===== src/rtl/scomp_pkg.sv =====
// rtl/scomp_pkg.sv - shared state codes, ALU/mux encodings and opcodes for the SCOMP sequencer
package scomp_pkg;

   // Sequencer state codes; these values are exported on the state output.
   localparam logic [4:0] ST_RESET_PC = 5'h00;
   localparam logic [4:0] ST_FETCH    = 5'h01;
   localparam logic [4:0] ST_DECODE   = 5'h02;
   localparam logic [4:0] ST_ADD      = 5'h03;
   localparam logic [4:0] ST_STORE    = 5'h04;
   localparam logic [4:0] ST_ADDIND_2 = 5'h05;
   localparam logic [4:0] ST_LOAD     = 5'h07;
   localparam logic [4:0] ST_JUMP     = 5'h08;
   localparam logic [4:0] ST_JNEG     = 5'h09;
   localparam logic [4:0] ST_OUT      = 5'h0A;
   localparam logic [4:0] ST_XOR      = 5'h0B;
   localparam logic [4:0] ST_OR       = 5'h0C;
   localparam logic [4:0] ST_AND      = 5'h0D;
   localparam logic [4:0] ST_JPOS     = 5'h0E;
   localparam logic [4:0] ST_JZERO    = 5'h0F;
   localparam logic [4:0] ST_ADDI     = 5'h10;
   localparam logic [4:0] ST_SHL      = 5'h11;
   localparam logic [4:0] ST_SHR      = 5'h12;
   localparam logic [4:0] ST_SUB      = 5'h13;
   localparam logic [4:0] ST_RANDOM   = 5'h14;
   localparam logic [4:0] ST_ADDIND   = 5'h15;
   localparam logic [4:0] ST_ADDPCR   = 5'h16;

   // ALU function select.
   localparam logic [3:0] ALU_ADD  = 4'd0;
   localparam logic [3:0] ALU_SUB  = 4'd1;
   localparam logic [3:0] ALU_XOR  = 4'd2;
   localparam logic [3:0] ALU_OR   = 4'd3;
   localparam logic [3:0] ALU_AND  = 4'd4;
   localparam logic [3:0] ALU_PASS = 4'd5;
   localparam logic [3:0] ALU_SHL  = 4'd6;
   localparam logic [3:0] ALU_SHR  = 4'd7;
   localparam logic [3:0] ALU_RAND = 4'd8;

   // Memory address source.
   localparam logic [1:0] ADDR_PC  = 2'd0;
   localparam logic [1:0] ADDR_IR  = 2'd1;
   localparam logic [1:0] ADDR_PTR = 2'd2;

   // ALU B operand source.
   localparam logic [1:0] BSEL_MEM = 2'd0;
   localparam logic [1:0] BSEL_IMM = 2'd1;
   localparam logic [1:0] BSEL_PC  = 2'd2;

   // Opcodes (IR[15:8]).
   localparam logic [7:0] OP_ADD    = 8'h00;
   localparam logic [7:0] OP_STORE  = 8'h01;
   localparam logic [7:0] OP_LOAD   = 8'h02;
   localparam logic [7:0] OP_JUMP   = 8'h03;
   localparam logic [7:0] OP_JNEG   = 8'h04;
   localparam logic [7:0] OP_SUB    = 8'h05;
   localparam logic [7:0] OP_XOR    = 8'h06;
   localparam logic [7:0] OP_OR     = 8'h07;
   localparam logic [7:0] OP_AND    = 8'h08;
   localparam logic [7:0] OP_JPOS   = 8'h09;
   localparam logic [7:0] OP_JZERO  = 8'h0A;
   localparam logic [7:0] OP_ADDI   = 8'h0B;
   localparam logic [7:0] OP_OUT    = 8'h0C;
   localparam logic [7:0] OP_SHL    = 8'h0D;
   localparam logic [7:0] OP_SHR    = 8'h0E;
   localparam logic [7:0] OP_RANDOM = 8'h35;
   localparam logic [7:0] OP_ADDIND = 8'h36;
   localparam logic [7:0] OP_ADDPCR = 8'h37;

   // Bundle of all combinational control outputs, so reset gating is one assignment.
   typedef struct packed {
      logic       mem_read;
      logic       mem_write;
      logic [1:0] addr_sel;
      logic       ir_load;
      logic       pc_inc;
      logic       pc_load;
      logic       pc_clear;
      logic       ptr_load;
      logic       ac_load;
      logic       io_write;
      logic [3:0] alu_op;
      logic [1:0] alu_b_sel;
      logic       illegal_op;
      logic       bus_error;
   } ctrl_t;

   // States that hold a memory request open and use the wait counter.
   function automatic logic is_mem_state(input logic [4:0] st);
      case (st)
         ST_FETCH, ST_ADD, ST_STORE, ST_ADDIND_2, ST_LOAD,
         ST_XOR, ST_OR, ST_AND, ST_SUB, ST_ADDIND: return 1'b1;
         default:                                  return 1'b0;
      endcase
   endfunction

endpackage


===== src/rtl/scomp_control_unit_if.sv =====
// rtl/scomp_control_unit_if.sv - sequencer-to-datapath signal bundle
interface scomp_control_unit_if;
   logic [7:0] opcode;
   logic       ac_neg;
   logic       ac_zero;
   logic       mem_ready;
   logic [4:0] state;
   logic       mem_read;
   logic       mem_write;
   logic [1:0] addr_sel;
   logic       ir_load;
   logic       pc_inc;
   logic       pc_load;
   logic       pc_clear;
   logic       ptr_load;
   logic       ac_load;
   logic       io_write;
   logic [3:0] alu_op;
   logic [1:0] alu_b_sel;
   logic       illegal_op;
   logic       bus_error;

   // Sequencer side.
   modport master (
      input  opcode, ac_neg, ac_zero, mem_ready,
      output state, mem_read, mem_write, addr_sel, ir_load, pc_inc, pc_load,
             pc_clear, ptr_load, ac_load, io_write, alu_op, alu_b_sel,
             illegal_op, bus_error
   );

   // Datapath / memory side.
   modport slave (
      output opcode, ac_neg, ac_zero, mem_ready,
      input  state, mem_read, mem_write, addr_sel, ir_load, pc_inc, pc_load,
             pc_clear, ptr_load, ac_load, io_write, alu_op, alu_b_sel,
             illegal_op, bus_error
   );
endinterface


===== src/rtl/scomp_mem_wait.sv =====
// rtl/scomp_mem_wait.sv - memory wait counter with bounded timeout
module scomp_mem_wait #(
   parameter int MEM_TIMEOUT = 15
) (
   input  logic clk,
   input  logic rst,
   input  logic active_i,
   input  logic ready_i,
   output logic done_o,
   output logic timeout_o
);
   localparam int CW = (MEM_TIMEOUT < 1) ? 1 : $clog2(MEM_TIMEOUT + 1);
   localparam logic [CW-1:0] LIMIT = CW'(MEM_TIMEOUT);

   logic [CW-1:0] cnt_q, cnt_d;

   // A ready on the limit cycle still counts as completion, so ready wins over timeout.
   assign done_o    = active_i && ready_i;
   assign timeout_o = active_i && !ready_i && (cnt_q == LIMIT);

   // Count stalled cycles; any completion, timeout or idle cycle clears, so each memory state starts at zero.
   always_comb begin
      cnt_d = '0;
      if (active_i && !ready_i && !timeout_o) cnt_d = cnt_q + 1'b1;
   end

   // Counter register.
   always_ff @(posedge clk or posedge rst) begin
      if (rst) cnt_q <= '0;
      else     cnt_q <= cnt_d;
   end
endmodule


===== src/rtl/scomp_control_unit.sv =====
// rtl/scomp_control_unit.sv - multi-cycle fetch/decode/execute sequencer for the SCOMP accumulator CPU
module scomp_control_unit
   import scomp_pkg::*;
#(
   parameter int MEM_TIMEOUT = 15
) (
   input logic                  clk,
   input logic                  rst,
   scomp_control_unit_if.master bus
);
   logic [4:0] state_q, state_d;
   ctrl_t      ctrl, ctrl_o;
   logic       mem_done, mem_timeout;

   scomp_mem_wait #(.MEM_TIMEOUT(MEM_TIMEOUT)) u_mem_wait (
      .clk       (clk),
      .rst       (rst),
      .active_i  (is_mem_state(state_q)),
      .ready_i   (bus.mem_ready),
      .done_o    (mem_done),
      .timeout_o (mem_timeout)
   );

   // Next-state and per-cycle strobe decode; completion strobes are Mealy on mem_ready.
   always_comb begin
      state_d = state_q;
      ctrl    = '0;
      case (state_q)
         ST_RESET_PC: begin
            ctrl.pc_clear = 1'b1;
            state_d       = ST_FETCH;
         end
         ST_FETCH: begin
            ctrl.mem_read = 1'b1;
            ctrl.addr_sel = ADDR_PC;
            if (mem_done) begin
               ctrl.ir_load = 1'b1;
               ctrl.pc_inc  = 1'b1;
               state_d      = ST_DECODE;
            end else if (mem_timeout) begin
               ctrl.bus_error = 1'b1;
               state_d        = ST_FETCH;
            end
         end
         ST_DECODE: begin
            case (bus.opcode)
               OP_ADD:    state_d = ST_ADD;
               OP_STORE:  state_d = ST_STORE;
               OP_LOAD:   state_d = ST_LOAD;
               OP_JUMP:   state_d = ST_JUMP;
               OP_JNEG:   state_d = ST_JNEG;
               OP_SUB:    state_d = ST_SUB;
               OP_XOR:    state_d = ST_XOR;
               OP_OR:     state_d = ST_OR;
               OP_AND:    state_d = ST_AND;
               OP_JPOS:   state_d = ST_JPOS;
               OP_JZERO:  state_d = ST_JZERO;
               OP_ADDI:   state_d = ST_ADDI;
               OP_OUT:    state_d = ST_OUT;
               OP_SHL:    state_d = ST_SHL;
               OP_SHR:    state_d = ST_SHR;
               OP_RANDOM: state_d = ST_RANDOM;
               OP_ADDIND: state_d = ST_ADDIND;
               OP_ADDPCR: state_d = ST_ADDPCR;
               default: begin
                  ctrl.illegal_op = 1'b1;
                  state_d         = ST_FETCH;
               end
            endcase
         end
         ST_ADD, ST_SUB, ST_XOR, ST_OR, ST_AND, ST_LOAD: begin
            ctrl.mem_read  = 1'b1;
            ctrl.addr_sel  = ADDR_IR;
            ctrl.alu_b_sel = BSEL_MEM;
            if (mem_done) begin
               ctrl.ac_load = 1'b1;
               case (state_q)
                  ST_SUB:  ctrl.alu_op = ALU_SUB;
                  ST_XOR:  ctrl.alu_op = ALU_XOR;
                  ST_OR:   ctrl.alu_op = ALU_OR;
                  ST_AND:  ctrl.alu_op = ALU_AND;
                  ST_LOAD: ctrl.alu_op = ALU_PASS;
                  default: ctrl.alu_op = ALU_ADD;
               endcase
               state_d = ST_FETCH;
            end else if (mem_timeout) begin
               ctrl.bus_error = 1'b1;
               state_d        = ST_FETCH;
            end
         end
         ST_STORE: begin
            ctrl.mem_write = 1'b1;
            ctrl.addr_sel  = ADDR_IR;
            if (mem_done) begin
               state_d = ST_FETCH;
            end else if (mem_timeout) begin
               ctrl.bus_error = 1'b1;
               state_d        = ST_FETCH;
            end
         end
         ST_ADDIND: begin
            ctrl.mem_read = 1'b1;
            ctrl.addr_sel = ADDR_IR;
            if (mem_done) begin
               ctrl.ptr_load = 1'b1;
               state_d       = ST_ADDIND_2;
            end else if (mem_timeout) begin
               ctrl.bus_error = 1'b1;
               state_d        = ST_FETCH;
            end
         end
         ST_ADDIND_2: begin
            ctrl.mem_read  = 1'b1;
            ctrl.addr_sel  = ADDR_PTR;
            ctrl.alu_b_sel = BSEL_MEM;
            if (mem_done) begin
               ctrl.ac_load = 1'b1;
               ctrl.alu_op  = ALU_ADD;
               state_d      = ST_FETCH;
            end else if (mem_timeout) begin
               ctrl.bus_error = 1'b1;
               state_d        = ST_FETCH;
            end
         end
         ST_JUMP: begin
            ctrl.pc_load = 1'b1;
            state_d      = ST_FETCH;
         end
         ST_JNEG: begin
            ctrl.pc_load = bus.ac_neg;
            state_d      = ST_FETCH;
         end
         ST_JPOS: begin
            ctrl.pc_load = !bus.ac_neg && !bus.ac_zero;
            state_d      = ST_FETCH;
         end
         ST_JZERO: begin
            ctrl.pc_load = bus.ac_zero;
            state_d      = ST_FETCH;
         end
         ST_ADDI, ST_SHL, ST_SHR: begin
            ctrl.ac_load   = 1'b1;
            ctrl.alu_b_sel = BSEL_IMM;
            ctrl.alu_op    = (state_q == ST_SHL) ? ALU_SHL :
                             (state_q == ST_SHR) ? ALU_SHR : ALU_ADD;
            state_d        = ST_FETCH;
         end
         ST_RANDOM: begin
            ctrl.ac_load = 1'b1;
            ctrl.alu_op  = ALU_RAND;
            state_d      = ST_FETCH;
         end
         ST_ADDPCR: begin
            ctrl.ac_load   = 1'b1;
            ctrl.alu_b_sel = BSEL_PC;
            ctrl.alu_op    = ALU_ADD;
            state_d        = ST_FETCH;
         end
         ST_OUT: begin
            ctrl.io_write = 1'b1;
            state_d       = ST_FETCH;
         end
         default: state_d = ST_FETCH;
      endcase
   end

   // State register; reset lands in reset_pc so the next fetch starts from PC 0.
   always_ff @(posedge clk or posedge rst) begin
      if (rst) state_q <= ST_RESET_PC;
      else     state_q <= state_d;
   end

   // Force every strobe low while reset is held, so an open request drops immediately.
   assign ctrl_o = rst ? '0 : ctrl;

   assign bus.state      = state_q;
   assign bus.mem_read   = ctrl_o.mem_read;
   assign bus.mem_write  = ctrl_o.mem_write;
   assign bus.addr_sel   = ctrl_o.addr_sel;
   assign bus.ir_load    = ctrl_o.ir_load;
   assign bus.pc_inc     = ctrl_o.pc_inc;
   assign bus.pc_load    = ctrl_o.pc_load;
   assign bus.pc_clear   = ctrl_o.pc_clear;
   assign bus.ptr_load   = ctrl_o.ptr_load;
   assign bus.ac_load    = ctrl_o.ac_load;
   assign bus.io_write   = ctrl_o.io_write;
   assign bus.alu_op     = ctrl_o.alu_op;
   assign bus.alu_b_sel  = ctrl_o.alu_b_sel;
   assign bus.illegal_op = ctrl_o.illegal_op;
   assign bus.bus_error  = ctrl_o.bus_error;
endmodule


===== src/flat_wrapper.sv =====
// flat-port wrapper written by rule: the top's interface ports become plain ports
module scomp_control_unit_flat import scomp_pkg::*;
#(
   parameter int MEM_TIMEOUT = 15
)
  (clk, rst, bus_opcode, bus_ac_neg, bus_ac_zero, bus_mem_ready, bus_state, bus_mem_read, bus_mem_write, bus_addr_sel, bus_ir_load, bus_pc_inc, bus_pc_load, bus_pc_clear, bus_ptr_load, bus_ac_load, bus_io_write, bus_alu_op, bus_alu_b_sel, bus_illegal_op, bus_bus_error);
  scomp_control_unit_if bus_i ();
  input logic clk;
  input logic rst;
  input wire logic [$bits(bus_i.opcode)-1:0] bus_opcode;
  input wire logic [$bits(bus_i.ac_neg)-1:0] bus_ac_neg;
  input wire logic [$bits(bus_i.ac_zero)-1:0] bus_ac_zero;
  input wire logic [$bits(bus_i.mem_ready)-1:0] bus_mem_ready;
  output wire logic [$bits(bus_i.state)-1:0] bus_state;
  output wire logic [$bits(bus_i.mem_read)-1:0] bus_mem_read;
  output wire logic [$bits(bus_i.mem_write)-1:0] bus_mem_write;
  output wire logic [$bits(bus_i.addr_sel)-1:0] bus_addr_sel;
  output wire logic [$bits(bus_i.ir_load)-1:0] bus_ir_load;
  output wire logic [$bits(bus_i.pc_inc)-1:0] bus_pc_inc;
  output wire logic [$bits(bus_i.pc_load)-1:0] bus_pc_load;
  output wire logic [$bits(bus_i.pc_clear)-1:0] bus_pc_clear;
  output wire logic [$bits(bus_i.ptr_load)-1:0] bus_ptr_load;
  output wire logic [$bits(bus_i.ac_load)-1:0] bus_ac_load;
  output wire logic [$bits(bus_i.io_write)-1:0] bus_io_write;
  output wire logic [$bits(bus_i.alu_op)-1:0] bus_alu_op;
  output wire logic [$bits(bus_i.alu_b_sel)-1:0] bus_alu_b_sel;
  output wire logic [$bits(bus_i.illegal_op)-1:0] bus_illegal_op;
  output wire logic [$bits(bus_i.bus_error)-1:0] bus_bus_error;
  assign bus_i.opcode = bus_opcode;
  assign bus_i.ac_neg = bus_ac_neg;
  assign bus_i.ac_zero = bus_ac_zero;
  assign bus_i.mem_ready = bus_mem_ready;
  assign bus_state = bus_i.state;
  assign bus_mem_read = bus_i.mem_read;
  assign bus_mem_write = bus_i.mem_write;
  assign bus_addr_sel = bus_i.addr_sel;
  assign bus_ir_load = bus_i.ir_load;
  assign bus_pc_inc = bus_i.pc_inc;
  assign bus_pc_load = bus_i.pc_load;
  assign bus_pc_clear = bus_i.pc_clear;
  assign bus_ptr_load = bus_i.ptr_load;
  assign bus_ac_load = bus_i.ac_load;
  assign bus_io_write = bus_i.io_write;
  assign bus_alu_op = bus_i.alu_op;
  assign bus_alu_b_sel = bus_i.alu_b_sel;
  assign bus_illegal_op = bus_i.illegal_op;
  assign bus_bus_error = bus_i.bus_error;
  scomp_control_unit #(.MEM_TIMEOUT(MEM_TIMEOUT)) u_core (.clk(clk), .rst(rst), .bus(bus_i));
endmodule

===== config.mk =====
export PLATFORM = sky130hd
export DESIGN_NAME = scomp_control_unit_flat
export DESIGN_NICKNAME = d
export VERILOG_FILES = /design/src/rtl/scomp_pkg.sv /design/src/rtl/scomp_control_unit_if.sv /design/src/rtl/scomp_mem_wait.sv /design/src/rtl/scomp_control_unit.sv /design/src/flat_wrapper.sv
export SDC_FILE = /design/constraint.sdc
export NUM_CORES = 1
export LEC_CHECK = 0
export CAP_MARGIN = 20
export CORE_MARGIN = 3
export CORE_UTILIZATION = 35
export CTS_CLUSTER_SIZE = 25
export DETAILED_ROUTE_END_ITERATION = 12
export GPL_ROUTABILITY_DRIVEN = 0
export GPL_TIMING_DRIVEN = 0
export HOLD_SLACK_MARGIN = 0.03
export PLACE_DENSITY = 0.72
export SLEW_MARGIN = 20
export SYNTH_ARGS = -nofsm -noshare
export SYNTH_HDL_FRONTEND = slang
export SYNTH_SLANG_ARGS = --single-unit

===== constraint.sdc =====
create_clock -name clk -period 1.9 [get_ports clk]
set_input_delay 0.475 -clock clk [delete_from_list [all_inputs] [get_ports clk]]
set_output_delay 0.475 -clock clk [all_outputs]
set_load 0.05 [all_outputs]

Fig. 1: the clock network
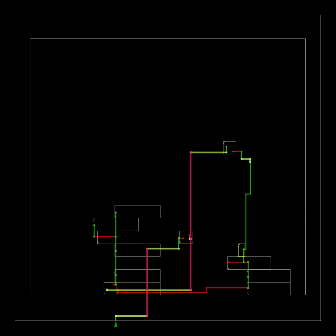
worst skew pair latency: 0.29 ns
registers: 9
Power Clock: 160 uW

Fig. 2: signal wires on met1
Scale bar: 20 microns.
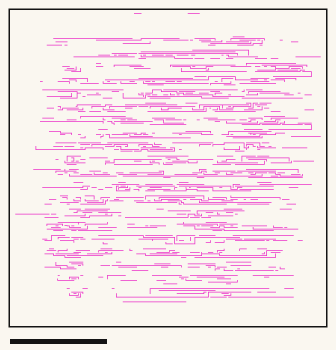
longest straight run: 28.5 microns
nets with wire on the layer: 244
wire length on this layer: 2,400 microns
main direction: horizontal
share of all routed wire: 38%

==> metrics.yaml <==
slowest_stage: "dfrtp_2"
h-tree-depth: 1
tap_cells: 44
placed_cells: 254
grt_pass1_vias: 1772
nonClkBufAreaFrac: 0.3674
clock_cell_area_share: 0.009943
common_cells: "20 x nor2_1, 16 x nand2_1, 11 x nor3_1"
final_layout_top_logic_cell: "buf_4"
lay_top_cells: "32 x buf_4, 27 x buf_6, 12 x nor2_1, 11 x nand2_1, 8 x nor2_4"
finalNetCount: 268
yosysSeqAreaShare: 0.1858
violations: "negative setup slack"
max_freq_mhz: 429.1
compound_area_frac: 0.2797
path_cells: "buf_6, nand2b_1, buf_6, o22ai_2, a21oi_1, o22ai_1, and2_4, buf_8"
cts_buffer_depth: 2
seq_area_frac: 0.08759
crit_end: "bus_alu_op[1]"
worst_hold_slack_ns: 0.4824
edf_count: 0
clkbuf_count: 4
netlist_instances: 176
insertedDiodeCount: 0
path_delay_family: "buffers and inverters"
place_area_sq_mm: 0.001923
drtPass1Iterations: 4
power.density_mw_per_mm2: 840.1
finalClockPeriodUsage: 1.227
ys_top_logic_family: "simple AND/OR/NAND/NOR gates"
areaGrowthSynthToFinish_pct: 118.0
setup_viol_count_final: 19
regToRegSetupSlack_ns: 0.09
place_ws_ns: -1.591
cts_hold_buf: 0
path_max_fanout: 10
cp-start-kind: "flip-flop"
path_buffers: 3
cp.required_ns: 1.42
fin_ws_ns: -0.4306
fin_cells: 297
avgRoutedWirePerCell_microns: 21.31
outcome: "finished, violations left"
floorplan.core_util: 0.3815
wl_mm: 6.329
cp_num_cells: 8
drt.antenna.violating_nets: 0
port_buffers: 34
comb_area_frac: 0.5009
routed-via-count: 1861
fillCellCount: 184
antenna_found_initial: 0
grt_max_degree: 11
critPathMostFrequentCell: "buf_6"
setup_tns_ns: -5.162
dieArea_sq_mm: 0.004206
Fig. 3: pin map
Scale bar: 20 microns. Pins as bars across the die edge, other pins in grey.
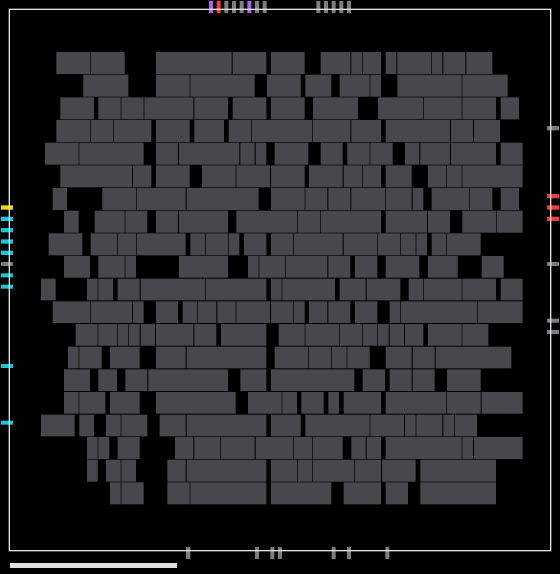
[purple] bus_alu_b_sel | pins: 2 | direction: output | edge: top
[red] bus_alu_op | pins: 4 | direction: output | edge: 3 right, 1 top
[cyan] bus_opcode | pins: 8 | direction: input | edge: left
[yellow] bus_ir_load | pins: 1 | direction: output | edge: left

Fig. 4: sequential cells coloured by netlist name
Scale bar: 20 microns.
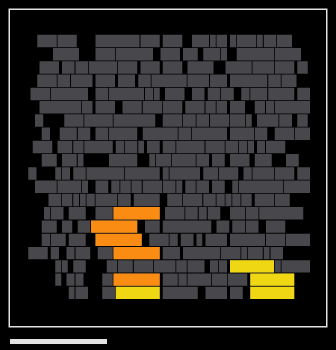
[yellow] u_core.u_mem_wait.cnt_q | sequential cells: 4 | where: bottom right
[orange] u_core.bus.state | sequential cells: 5 | where: bottom middle

[power by group]
group,total [uW],internal (uW),switching [uW]
clock,160,81.3,79.2
sequential,280,232,48.7
combinational,1780,777,1000
total,2220,1090,1130
[per-layer routing]
layer	share of wire	vias up	global-route usage
met1	0.38	904	0.2974
met2	0.51	114	0.4815
met5	0	-	0
li1	-	812	-
met4	0.037	0	0.08443
met3	0.068	31	0.03293
[worst reg2reg max path: stages, from the launching register on]
cell and delay, ns:
dfrtp_2 0.44, buf_6 0.16, xnor2_4 0.13, a221oi_2 0.23
buf_4 0.18, nor2_4 0.04, buf_4 0.15, nor3_1 0.21
o22ai_1 0.13
[cells by family (layout without fill, tap and decap cells)]
group	Yosys count	in the layout
simple gates	87	87
flops	9	9
buf+inv	23	100
mux	1	1
xor+xnor	5	5
compound gates	50	50
fa+ha+maj	1	1
No activity file was given, so power comes from the tool's default toggle rates.
